<file path="config.mk">
export PLATFORM = sky130hd
export DESIGN_NAME = alarm_sequencer
export DESIGN_NICKNAME = d
export VERILOG_FILES = /design/src/rtl/alarm_seq_pkg.sv /design/src/rtl/bcd_time_add.sv /design/src/rtl/alarm_sequencer.sv
export SDC_FILE = /design/constraint.sdc
export NUM_CORES = 1
export LEC_CHECK = 0
export CORE_UTILIZATION = 50
export DETAILED_ROUTE_END_ITERATION = 10
export PLACE_DENSITY = 0.73
export SYNTH_ARGS = -nofsm -noshare
export SYNTH_HDL_FRONTEND = slang
export SYNTH_SLANG_ARGS = --single-unit
</file>
<file path="constraint.sdc">
create_clock -name clk -period 14.25 [get_ports clk]
set_clock_uncertainty 0.1 [all_clocks]
set_input_delay 3.5625 -clock clk [delete_from_list [all_inputs] [get_ports clk]]
set_output_delay 3.5625 -clock clk [all_outputs]
set_load 0.02 [all_outputs]
</file>
<file path="src/rtl/alarm_seq_pkg.sv">
// rtl/alarm_seq_pkg.sv - alarm sequencer state encoding, BCD wrap limits and BCD/binary helpers
package alarm_seq_pkg;

  typedef enum logic [2:0] {
    S_IDLE   = 3'd0,
    S_ARMED  = 3'd1,
    S_RING   = 3'd2,
    S_SNOOZE = 3'd3,
    S_DONE   = 3'd4
  } state_e;

  localparam logic [7:0] MIN_WRAP = 8'h59;
  localparam logic [7:0] HR_WRAP  = 8'h23;

  function automatic logic [6:0] bcd2bin(input logic [7:0] b);
    return 7'(b[7:4]) * 7'd10 + 7'(b[3:0]);
  endfunction

  function automatic logic [7:0] bin2bcd(input logic [6:0] v);
    return {4'(v / 7'd10), 4'(v % 7'd10)};
  endfunction

endpackage

</file>
<file path="src/rtl/bcd_time_add.sv">
// rtl/bcd_time_add.sv - combinational BCD HH:MM plus binary minutes (<60), wrapping at 59 min and 23 h
module bcd_time_add
  import alarm_seq_pkg::*;
(
  input  logic [15:0] time_in,
  input  logic [5:0]  add_min,
  output logic [15:0] time_out
);

  logic [6:0] min_sum;
  logic [6:0] min_wrapped;
  logic [6:0] hr_sum;
  logic [6:0] hr_wrapped;
  logic       carry;

  // Work in binary per field; the addend is below 60 so at most one wrap per field.
  always_comb begin
    min_sum     = bcd2bin(time_in[7:0]) + {1'b0, add_min};
    carry       = min_sum > bcd2bin(MIN_WRAP);
    min_wrapped = carry ? min_sum - 7'd60 : min_sum;
    hr_sum      = bcd2bin(time_in[15:8]) + {6'd0, carry};
    hr_wrapped  = (hr_sum > bcd2bin(HR_WRAP)) ? hr_sum - 7'd24 : hr_sum;
    time_out    = {bin2bcd(hr_wrapped), bin2bcd(min_wrapped)};
  end

endmodule

</file>
<file path="src/rtl/alarm_sequencer.sv">
// rtl/alarm_sequencer.sv - alarm ring/snooze/dismiss sequencer; ALARM_AUTO_SNOOZE_EN makes ring timeout act as snooze
module alarm_sequencer
  import alarm_seq_pkg::*;
#(
  parameter int unsigned CLK_HZ     = 100000000,
  parameter int unsigned RING_SECS  = 300,
  parameter int unsigned SNOOZE_MIN = 5,
  parameter int unsigned MAX_SNOOZE = 3
) (
  input  logic        clk,
  input  logic        rst,
  input  logic        alarm_en,
  input  logic [15:0] clock_val,
  input  logic [15:0] alarm_val,
  input  logic        snooze,
  input  logic        dismiss,
  output logic        player_en,
  output logic        ringing,
  output logic        snoozing,
  output logic [1:0]  snooze_cnt,
  output logic [15:0] next_ring
);

  localparam int PW = (CLK_HZ > 1) ? $clog2(CLK_HZ) : 1;
  localparam int RW = $clog2(RING_SECS + 1);
`ifdef ALARM_AUTO_SNOOZE_EN
  localparam bit AUTO_SNOOZE = 1'b1;
`else
  localparam bit AUTO_SNOOZE = 1'b0;
`endif

  state_e          state_q, state_d;
  logic [15:0]     next_ring_q, next_ring_d;
  logic [1:0]      snooze_cnt_q, snooze_cnt_d;
  logic [PW-1:0]   presc_q, presc_d;
  logic [RW-1:0]   ring_sec_q, ring_sec_d;
  logic            player_en_q, ringing_q, snoozing_q;
  logic [15:0]     snooze_time;
  logic            sec_tick;
  logic            timeout;
  logic            can_snooze;

  bcd_time_add u_bcd_time_add (
    .time_in  (clock_val),
    .add_min  (6'(SNOOZE_MIN)),
    .time_out (snooze_time)
  );

  always_comb begin
    state_d      = state_q;
    next_ring_d  = next_ring_q;
    snooze_cnt_d = snooze_cnt_q;
    presc_d      = '0;
    ring_sec_d   = '0;
    sec_tick     = (state_q == S_RING) && (presc_q == PW'(CLK_HZ - 1));
    // Fire on the tick that would take the counter to RING_SECS so ringing lasts exactly RING_SECS s.
    timeout      = sec_tick && (ring_sec_q == RW'(RING_SECS - 1));
    can_snooze   = snooze_cnt_q < 2'(MAX_SNOOZE);

    unique case (state_q)
      S_IDLE: begin
        next_ring_d = alarm_val;
        if (alarm_en) state_d = S_ARMED;
      end
      S_ARMED: begin
        next_ring_d = alarm_val;
        if (clock_val == next_ring_q) state_d = S_RING;
      end
      S_RING: begin
        presc_d    = sec_tick ? '0 : presc_q + PW'(1);
        ring_sec_d = ring_sec_q + RW'(sec_tick);
        if (dismiss) begin
          state_d = S_DONE;
        end else if (snooze || (AUTO_SNOOZE && timeout)) begin
          if (can_snooze) begin
            state_d      = S_SNOOZE;
            next_ring_d  = snooze_time;
            snooze_cnt_d = snooze_cnt_q + 2'd1;
          end else begin
            state_d = S_DONE;
          end
        end else if (timeout) begin
          state_d = S_DONE;
        end
      end
      S_SNOOZE: begin
        if (clock_val == next_ring_q) state_d = S_RING;
      end
      S_DONE: begin
        snooze_cnt_d = 2'd0;
        next_ring_d  = alarm_val;
        // Hold off re-arming until the alarm minute has passed.
        if (clock_val != alarm_val) state_d = S_ARMED;
      end
      default: state_d = S_IDLE;
    endcase

    if (!alarm_en) begin
      state_d      = S_IDLE;
      next_ring_d  = alarm_val;
      snooze_cnt_d = 2'd0;
      presc_d      = '0;
      ring_sec_d   = '0;
    end
  end

  always_ff @(posedge clk) begin
    if (rst) begin
      state_q      <= S_IDLE;
      next_ring_q  <= 16'h0000;
      snooze_cnt_q <= 2'd0;
      presc_q      <= '0;
      ring_sec_q   <= '0;
      player_en_q  <= 1'b0;
      ringing_q    <= 1'b0;
      snoozing_q   <= 1'b0;
    end else begin
      state_q      <= state_d;
      next_ring_q  <= next_ring_d;
      snooze_cnt_q <= snooze_cnt_d;
      presc_q      <= presc_d;
      ring_sec_q   <= ring_sec_d;
      player_en_q  <= (state_d == S_RING);
      ringing_q    <= (state_d == S_RING);
      snoozing_q   <= (state_d == S_SNOOZE);
    end
  end

  assign player_en  = player_en_q;
  assign ringing    = ringing_q;
  assign snoozing   = snoozing_q;
  assign snooze_cnt = snooze_cnt_q;
  assign next_ring  = next_ring_q;

endmodule

</file>
==> ci_impl_report.md, run 1 <==
## Implementation flow summary

| Metric | Value |
|---|---|
| Reported combinational group power | 0.327 mW |
| Area Growth Syn to Fin | 18.0% |
| Clock Tree Root | sky130_fd_sc_hd__clkbuf_8 |
| CTS resizes | 0 |
| Worst path top cell family by delay | adder cells |
| Part of the Yosys area used for sequential elements | 0.254 |
| Met2 wire len | 5340 µm |
| Clock share of power | 0.233 |
| Per-cell routed wire length | 15.4 µm |
| Tally of OpenROAD warnings | 30 |
| Non-CTS inverters | 27 |
| Warning count from the yosys run | 0 |
| Overall track demand over capacity in global routing | 0.242 |
| Global Route met1 Usage | 0.316 |
| Number of DRC violations after detailed-routing iteration 0 | 226 |
| Number of instances on the worst hold path | 2 |
| Final count of pins violating max slew | 0 |
| Unrepaired setup endpoints after global routing | false |
| Vias post-DR | 4378 |
| Largest cell class by area | multi-input combinational cells |
| Fraction of power consumed by combinational cells | 0.504 |
| Vias in the first global route | 4107 |
| Worst reg-to-reg path cell count | 7 |
| Hold buffers post-CTS | 0 |
| Highest achievable clock rate | 0.0953 GHz |
| Chip Footprint | 0.00968 mm² |
| Biggest area consumer among synthesized cells | sky130_fd_sc_hd__dfxtp_1 |
| WP data arrival | 10590 ps |
| Post-synth tally of flip-flops with integrated enable | 0 |
| Final Hold Vio Count | 0 |
| Clk_lat worst skew | 340 ps |
| Post-route setup TNS | 0 ps |
| Core Rows | 34 |
| Yosys aoi share | 0.189 |
| Mapped Nets | 641 |
| Gate Area | 0.00330 mm² |
| End point of the worst hold path | next_ring[0]$_SDFFE_PP0P_ |
| Final setup violation count | 0 |
| Top Metal Used | met4 |
| Post-DP HPWL | 8990 µm |
| Area share, top type | 0.254 |
| Flop pwr share | 0.263 |
| Highest-delay cell along the critical path | sky130_fd_sc_hd__clkdlybuf4s50_1 |
| Switching component of the power | 0.257 mW |
| MI comb cells | 470 |
| Mean post-synth cell area | 8.14 µm² |
| Post-layout total power | 0.649 mW |
| Type of the tightest min-delay check | register to register |
| Critical Path Sink | next_ring[10]$_SDFFE_PP0P_ |
| Count of buffering cells on the critical path with inverters included | 5 |
| Run status | finished, violations left |
| Launching element type of the critical path | primary input |
| Antenna Violating Nets Remaining | 0 |
| Wire length of the first global-routing pass | 19100 µm |
| CTS clk-pin slew, worst paths | 70 ps |
| Met2 usage | 0.405 |
| Post-CTS setup-driven buffer insertion count | 0 |
| Fraction of layout instances using a drive strength above 1 | 0.0651 |
| Clkbuf count | 11 |
| H-Tree Level Count | 3 |
| Count of instantiated cells in the yosys netlist | 571 |
| Violated checks | design-rule violations |
| Residual DRC count | 1 |
| Capture instance of the worst register-to-register path | next_ring[1]$_SDFFE_PP0P_ |
| List of most frequent post-synthesis cells | 76 x sky130_fd_sc_hd__nor2_1, 59 x sky130_fd_sc_hd__dfxtp_1, 56 x sky130_fd_sc_hd__xnor2_1 |
| Maximum number of pins on one net before global-route repair | 26 |
| Group drawing the most power | combinational cells |
| Core Footprint | 0.00885 mm² |
| Largest family of logic cells by area | simple AND/OR/NAND/NOR gates |
| Leading cell types in the layout, fill and taps excluded | 76 x sky130_fd_sc_hd__nor2_1, 59 x sky130_fd_sc_hd__dfxtp_1, 57 x sky130_fd_sc_hd__clkdlybuf4s50_1 |
| Chip width | 98.4 µm |
| Worst-case hold slack | 382 ps |
| Clk buf depth | 2 |
| Sequential fraction of total cell area | 0.215 |
| Netlist area before placement | 0.00465 mm² |
| Total routed wirelength | 11400 µm |
| Instance count of the mapped netlist | 571 |
| Total congestion overflow after global routing | 0 |
| Register-to-Register Setup Slack | 11510 ps |
| Part of the cycle the worst path needs | 0.737 |
| Crit path setup slack, layout | 3750 ps |
| Source of the worst hold timing path | next_ring[0]$_SDFFE_PP0P_ |
| Origin of the critical flop-to-flop path | state_q[2]$_SDFF_PP0_ |
| Power density over cell area | 118 mW/mm² |
| Fin crit period | 10500 ps |
| Buffering overhead | 0.105 |
| Xor and xnor fraction of the mapped netlist area | 0.160 |
| Actual transition at the worst max-transition pin | 1110 ps |
| Relative slew slack | 0.258 |
| Pre-CTS worst setup slack | 3500 ps |
| Metal3 WL | 713 µm |
| Flip-flops | 59 |
| Maximum fanout encountered on the critical timing path | 6 |
| Most used routing layer in global routing | met2 |
| Most Frequent Cell on Critical Path | sky130_fd_sc_hd__ha_1 |
| Post-synthesis cell type with the largest instance count | sky130_fd_sc_hd__nor2_1 |
| Combined flip-flop and latch cell area | 0.00118 mm² |
| Peak VDD IR | 65.4 µV |
| Die height | 98.4 µm |
| Endpoint required time on the critical path | 14340 ps |
| Capturing element type of the critical path | register |
| Crit. Startpoint | clock_val[4] |
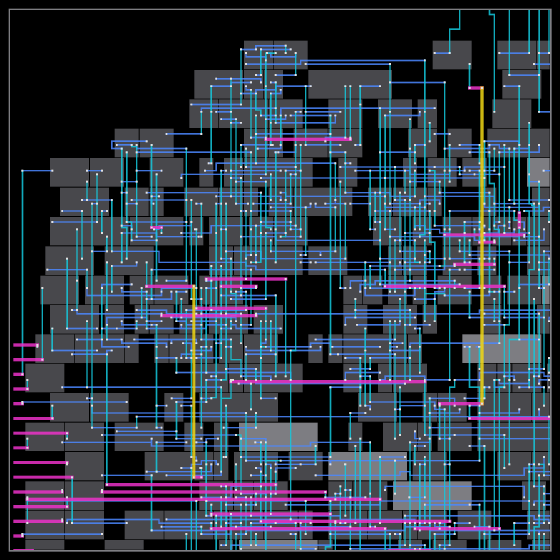
*A small window of the routed layout, run 1*
Window x 0 to 50, y 48 to 98 µm. Cells in grey, sequential cells in the stronger grey; small squares are vias.
- magenta: met3
- yellow: met4
- blue: met1
- cyan: met2
- sequential cells in the window: 4
- netlist names of flops here include: next_ring (4)
- most frequent: xnor2_1 (18), clkdlybuf4s50_1 (18), nor2_1 (12)
- cells with their middle in the window: 173

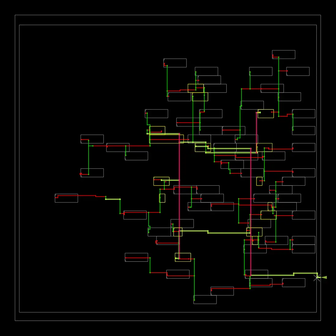
*Clock nets, run 1*
number of clock buffers inserted by TritonCTS: 9
clock network power consumption: 0.151 mW

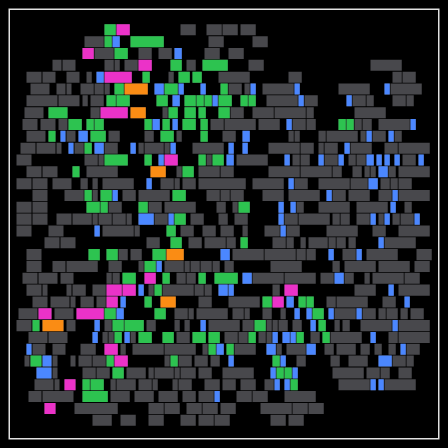
*Selected gate families, run 1*
- magenta: AND-OR and OR-AND gates (cells 18)
- blue: NOR gates (cells 103; where all over the die)
- green: inverting AOI/OAI gates (cells 99)
- orange: multiplexers (cells 6)
logic share of the area: 0.601
most frequent logic cell in the layout: sky130_fd_sc_hd__nor2_1
number of non-filler instances in the completed layout: 738

### PDN straps and rails, run 1

Pins as bars on the die edge.
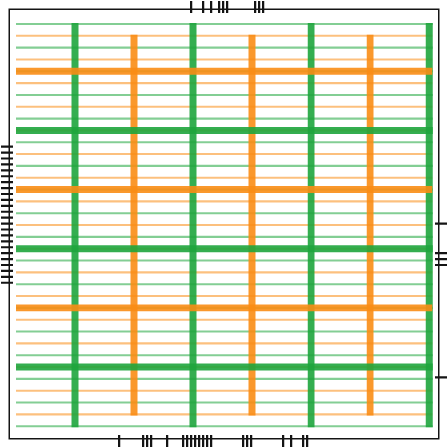

==> run 1 -> run 2 <==
PLACE_DENSITY = 0.76   (was 0.73)
clock period = 8.52 ns   (was 14.25 ns; I/O delays follow)
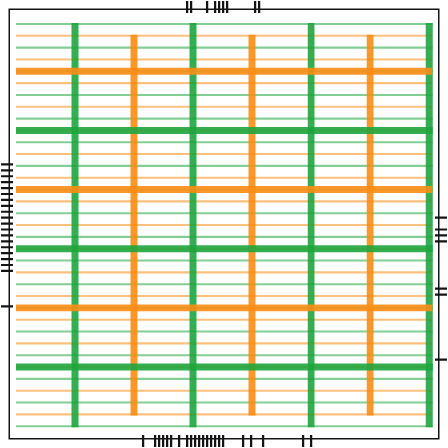
*PDN straps and rails, run 2*
Pins as bars on the die edge.
- green: VSS
- orange: VDD
- signal pins: 58
- met5 straps: 6
chip width: 98.4 µm
Peak VDD IR: 132 µV
Core Footprint: 0.00885 mm²

==> run 2 against run 1 <==
Against the previous run: the run now ends clean; clock power increased by 61%; count of clock-buffer cells in the layout is the same; sequential power is 67% higher; register-to-register slack worse by 5700 ps; cell count increased by 3.4%; critical endpoint unchanged; largest cell class unchanged.
==> ci_impl_report.md, run 2 <==
## Implementation flow summary

| Metric | Value |
|---|---|
| Run status | completed |
| Logic share of the area | 0.587 (-0.0142) |
| Sequential fraction of total cell area | 0.205 (-0.0102) |
| Post-synth tally of flip-flops with integrated enable | 0 (unchanged) |
| Flop pwr share | 0.250 (-0.013) |
| Total congestion overflow after global routing | 0 (unchanged) |
| Maximum number of pins on one net before global-route repair | 26 (unchanged) |
| Area share, top type | 0.254 (unchanged) |
| Worst path top cell family by delay | adder cells |
| CTS clk-pin slew, worst paths | 70 ps (about the same) |
| Global Route met1 Usage | 0.301 (-0.0152) |
| Flip-flops | 59 (unchanged) |
| Reported combinational group power | 0.616 mW (+88%) |
| Vias post-DR | 4479 (+2.3%) |
| Power density over cell area | 199 mW/mm² (+68%) |
| Clock share of power | 0.212 (-0.021) |
| Combined flip-flop and latch cell area | 0.00118 mm² (unchanged) |
| Count of instantiated cells in the yosys netlist | 571 (unchanged) |
| Largest family of logic cells by area | simple AND/OR/NAND/NOR gates |
| Warning count from the yosys run | 0 (unchanged) |
| Crit. Startpoint | clock_val[4] |
| H-Tree Level Count | 3 (unchanged) |
| Most frequent logic cell in the layout | sky130_fd_sc_hd__nor2_1 |
| Register-to-Register Setup Slack | 5840 ps (-5670 ps) |
| Final Hold Vio Count | 0 (unchanged) |
| Highest-delay cell along the critical path | sky130_fd_sc_hd__clkdlybuf4s50_1 |
| Clock Tree Root | sky130_fd_sc_hd__clkbuf_8 |
| Capturing element type of the critical path | register |
| Final count of pins violating max slew | 0 (unchanged) |
| Most used routing layer in global routing | met2 |
| Met2 usage | 0.445 (+0.0401) |
| Core Rows | 34 (unchanged) |
| Gate Area | 0.00338 mm² (+2.5%) |
| Worst reg-to-reg path cell count | 7 (unchanged) |
| Pre-CTS worst setup slack | -305 ps (-3800 ps) |
| Per-cell routed wire length | 15.5 µm (+0.57%) |
| Wire length of the first global-routing pass | 19500 µm (+2.3%) |
| Worst-case hold slack | 386 ps (+4.44 ps) |
| Hold buffers post-CTS | 0 (unchanged) |
| Clk buf depth | 2 (unchanged) |
| Number of clock buffers inserted by TritonCTS | 9 (unchanged) |
| Group drawing the most power | combinational cells |
| Overall track demand over capacity in global routing | 0.248 (+0.00570) |
| Source of the worst hold timing path | next_ring[4]$_SDFFE_PP0P_ |
| Largest cell class by area | multi-input combinational cells |
| Clk_lat worst skew | 340 ps (about the same) |
| Post-DP HPWL | 9250 µm (+2.8%) |
| Launching element type of the critical path | primary input |
| Maximum fanout encountered on the critical timing path | 7 (+1) |
| Number of non-filler instances in the completed layout | 763 (+3.4%) |
| Met2 wire len | 5780 µm (+8.2%) |
| Non-CTS inverters | 27 (unchanged) |
| Netlist area before placement | 0.00465 mm² (unchanged) |
| Critical Path Sink | next_ring[10]$_SDFFE_PP0P_ |
| Endpoint required time on the critical path | 8610 ps (-5730 ps) |
| Switching component of the power | 0.450 mW (+75%) |
| CTS resizes | 0 (unchanged) |
| Clkbuf count | 11 (unchanged) |
| Total routed wirelength | 11900 µm (+4.0%) |
| Origin of the critical flop-to-flop path | state_q[1]$_SDFF_PP0_ |
| Buffering overhead | 0.136 (+0.0302) |
| Clock network power consumption | 0.243 mW (+61%) |
| Tally of OpenROAD warnings | 30 (unchanged) |
| Most Frequent Cell on Critical Path | sky130_fd_sc_hd__ha_1 |
| List of most frequent post-synthesis cells | 76 x sky130_fd_sc_hd__nor2_1, 59 x sky130_fd_sc_hd__dfxtp_1, 56 x sky130_fd_sc_hd__xnor2_1 |
| Number of DRC violations after detailed-routing iteration 0 | 158 (-30%) |
| Chip Footprint | 0.00968 mm² (unchanged) |
| Crit path setup slack, layout | 287 ps (-3470 ps) |
| Top Metal Used | met4 |
| Count of buffering cells on the critical path with inverters included | 3 (-2) |
| Number of instances on the worst hold path | 2 (unchanged) |
| Mean post-synth cell area | 8.14 µm² (unchanged) |
| Leading cell types in the layout, fill and taps excluded | 76 x sky130_fd_sc_hd__nor2_1, 59 x sky130_fd_sc_hd__dfxtp_1, 57 x sky130_fd_sc_hd__clkdlybuf4s50_1 |
| Highest achievable clock rate | 0.121 GHz |
| Fraction of power consumed by combinational cells | 0.538 (+0.034) |
| Fin crit period | 8230 ps |
| Type of the tightest min-delay check | register to register |
| End point of the worst hold path | next_ring[4]$_SDFFE_PP0P_ |
| Mapped Nets | 641 (unchanged) |
| Part of the Yosys area used for sequential elements | 0.254 (unchanged) |
| Actual transition at the worst max-transition pin | 1090 ps (-13.6 ps) |
| Vias in the first global route | 4309 (+4.9%) |
| Antenna Violating Nets Remaining | 0 (unchanged) |
### Selected gate families, run 2

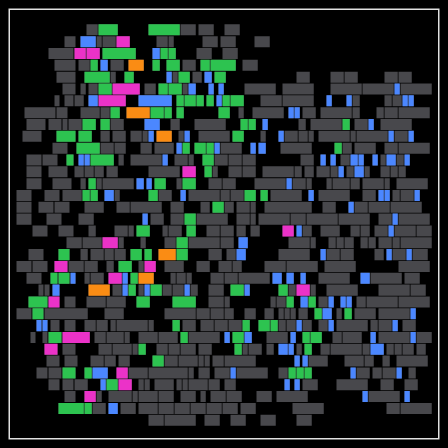

==> run 2 -> run 3 <==
CORE_MARGIN = 2   (was unset)
TNS_END_PERCENT = 1   (was unset)
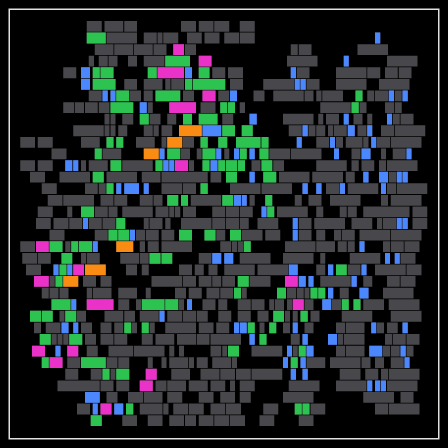
*Selected gate families, run 3*
- blue: NOR gates (cells 103; where all over the die)
- magenta: AND-OR and OR-AND gates (cells 18)
- orange: multiplexers (cells 6)
- green: inverting AOI/OAI gates (cells 99)

==> run 3 against run 2 <==
Against the previous run: worst setup slack better by 170 ps; non-clock buffer count increased by 4; utilization shrank 1.4 points; hold slack improved by 2.6 ps.
==> ci_impl_report.md, run 3 <==
## Implementation flow summary

| Metric | Value |
|---|---|
| Actual transition at the worst max-transition pin | 1050 ps (-42.4 ps) |
| Capturing element type of the critical path | register |
| Highest achievable clock rate | 0.124 GHz (+2.2%) |
| Top Metal Used | met4 |
| Clock Tree Root | sky130_fd_sc_hd__clkbuf_8 |
| Worst-case hold slack | 389 ps (+2.63 ps) |
| Flop pwr share | 0.241 (-0.009) |
| Critical Path Sink | next_ring[10]$_SDFFE_PP0P_ |
| Pre-CTS worst setup slack | -76.2 ps (+229 ps) |
| Most used routing layer in global routing | met2 |
| Count of instantiated cells in the yosys netlist | 571 (unchanged) |
| Reported combinational group power | 0.612 mW (-0.6%) |
| Sequential fraction of total cell area | 0.204 (-0.00151) |
| Origin of the critical flop-to-flop path | state_q[2]$_SDFF_PP0_ |
| Met2 usage | 0.419 (-0.0266) |
| Final Hold Vio Count | 0 (unchanged) |
| Clk buf depth | 2 (unchanged) |
| Vias post-DR | 4489 (+0.22%) |
| Logic share of the area | 0.576 (-0.0106) |
| Mean post-synth cell area | 8.14 µm² (unchanged) |
| Launching element type of the critical path | primary input |
| Antenna Violating Nets Remaining | 0 (unchanged) |
| Highest-delay cell along the critical path | sky130_fd_sc_hd__clkdlybuf4s50_1 |
| Post-synth tally of flip-flops with integrated enable | 0 (unchanged) |
| Clkbuf count | 10 (-1) |
| Maximum fanout encountered on the critical timing path | 7 (unchanged) |
| Internal Power | 0.732 mW |
| Chip width | 100 µm (+2.0%) |
| Fraction of power consumed by combinational cells | 0.517 (-0.021) |
| Part of the Yosys area used for sequential elements | 0.254 (unchanged) |
| Run status | completed |
| Buffering overhead | 0.140 (+0.00418) |
| Largest family of logic cells by area | simple AND/OR/NAND/NOR gates |
| Dpl cell area | 0.00553 mm² |
| Register-to-Register Setup Slack | 5820 ps (-20 ps) |
| List of most frequent post-synthesis cells | 76 x sky130_fd_sc_hd__nor2_1, 59 x sky130_fd_sc_hd__dfxtp_1, 56 x sky130_fd_sc_hd__xnor2_1 |
| Power density over cell area | 204 mW/mm² (+2.6%) |
| H-Tree Level Count | 3 (unchanged) |
| Vias in the first global route | 4392 (+1.9%) |
| Worst reg-to-reg path cell count | 7 (unchanged) |
| Total congestion overflow after global routing | 0 (unchanged) |
| Mapped Nets | 641 (unchanged) |
| Chip Footprint | 0.0101 mm² (+4.1%) |
| Global Route met1 Usage | 0.318 (+0.0177) |
| Non-CTS inverters | 27 (unchanged) |
| CTS resizes | 0 (unchanged) |
| Number of instances on the worst hold path | 2 (unchanged) |
| Largest cell class by area | multi-input combinational cells |
| Crit. Startpoint | clock_val[4] |
| Clock share of power | 0.241 (+0.029) |
| Tally of OpenROAD warnings | 30 (unchanged) |
| Warning count from the yosys run | 0 (unchanged) |
| End point of the worst hold path | next_ring[0]$_SDFFE_PP0P_ |
| Netlist area before placement | 0.00465 mm² (unchanged) |
| Endpoint required time on the critical path | 8610 ps (about the same) |
| Total routed wirelength | 12000 µm (+1.0%) |
| Core Rows | 35 (+2.9%) |
| Most frequent logic cell in the layout | sky130_fd_sc_hd__nor2_1 |
| CTS clk-pin slew, worst paths | 70 ps (about the same) |
| Worst path top cell family by delay | adder cells |
| Overall track demand over capacity in global routing | 0.249 (+0.000329) |
| Fin crit period | 8060 ps (-174 ps) |
| Most Frequent Cell on Critical Path | sky130_fd_sc_hd__ha_1 |
| Crit path setup slack, layout | 461 ps (+174 ps) |
| Source of the worst hold timing path | next_ring[0]$_SDFFE_PP0P_ |
| Clock network power consumption | 0.286 mW (+18%) |
| Wire length of the first global-routing pass | 20300 µm (+3.8%) |
| Hold buffers post-CTS | 0 (unchanged) |
| Number of non-filler instances in the completed layout | 772 (+1.2%) |
| Flip-flops | 59 (unchanged) |
| Met2 wire len | 5720 µm (-1.0%) |
| Post-layout total power | 1.18 mW |
No activity file was given, so power comes from the tool's default toggle rates.
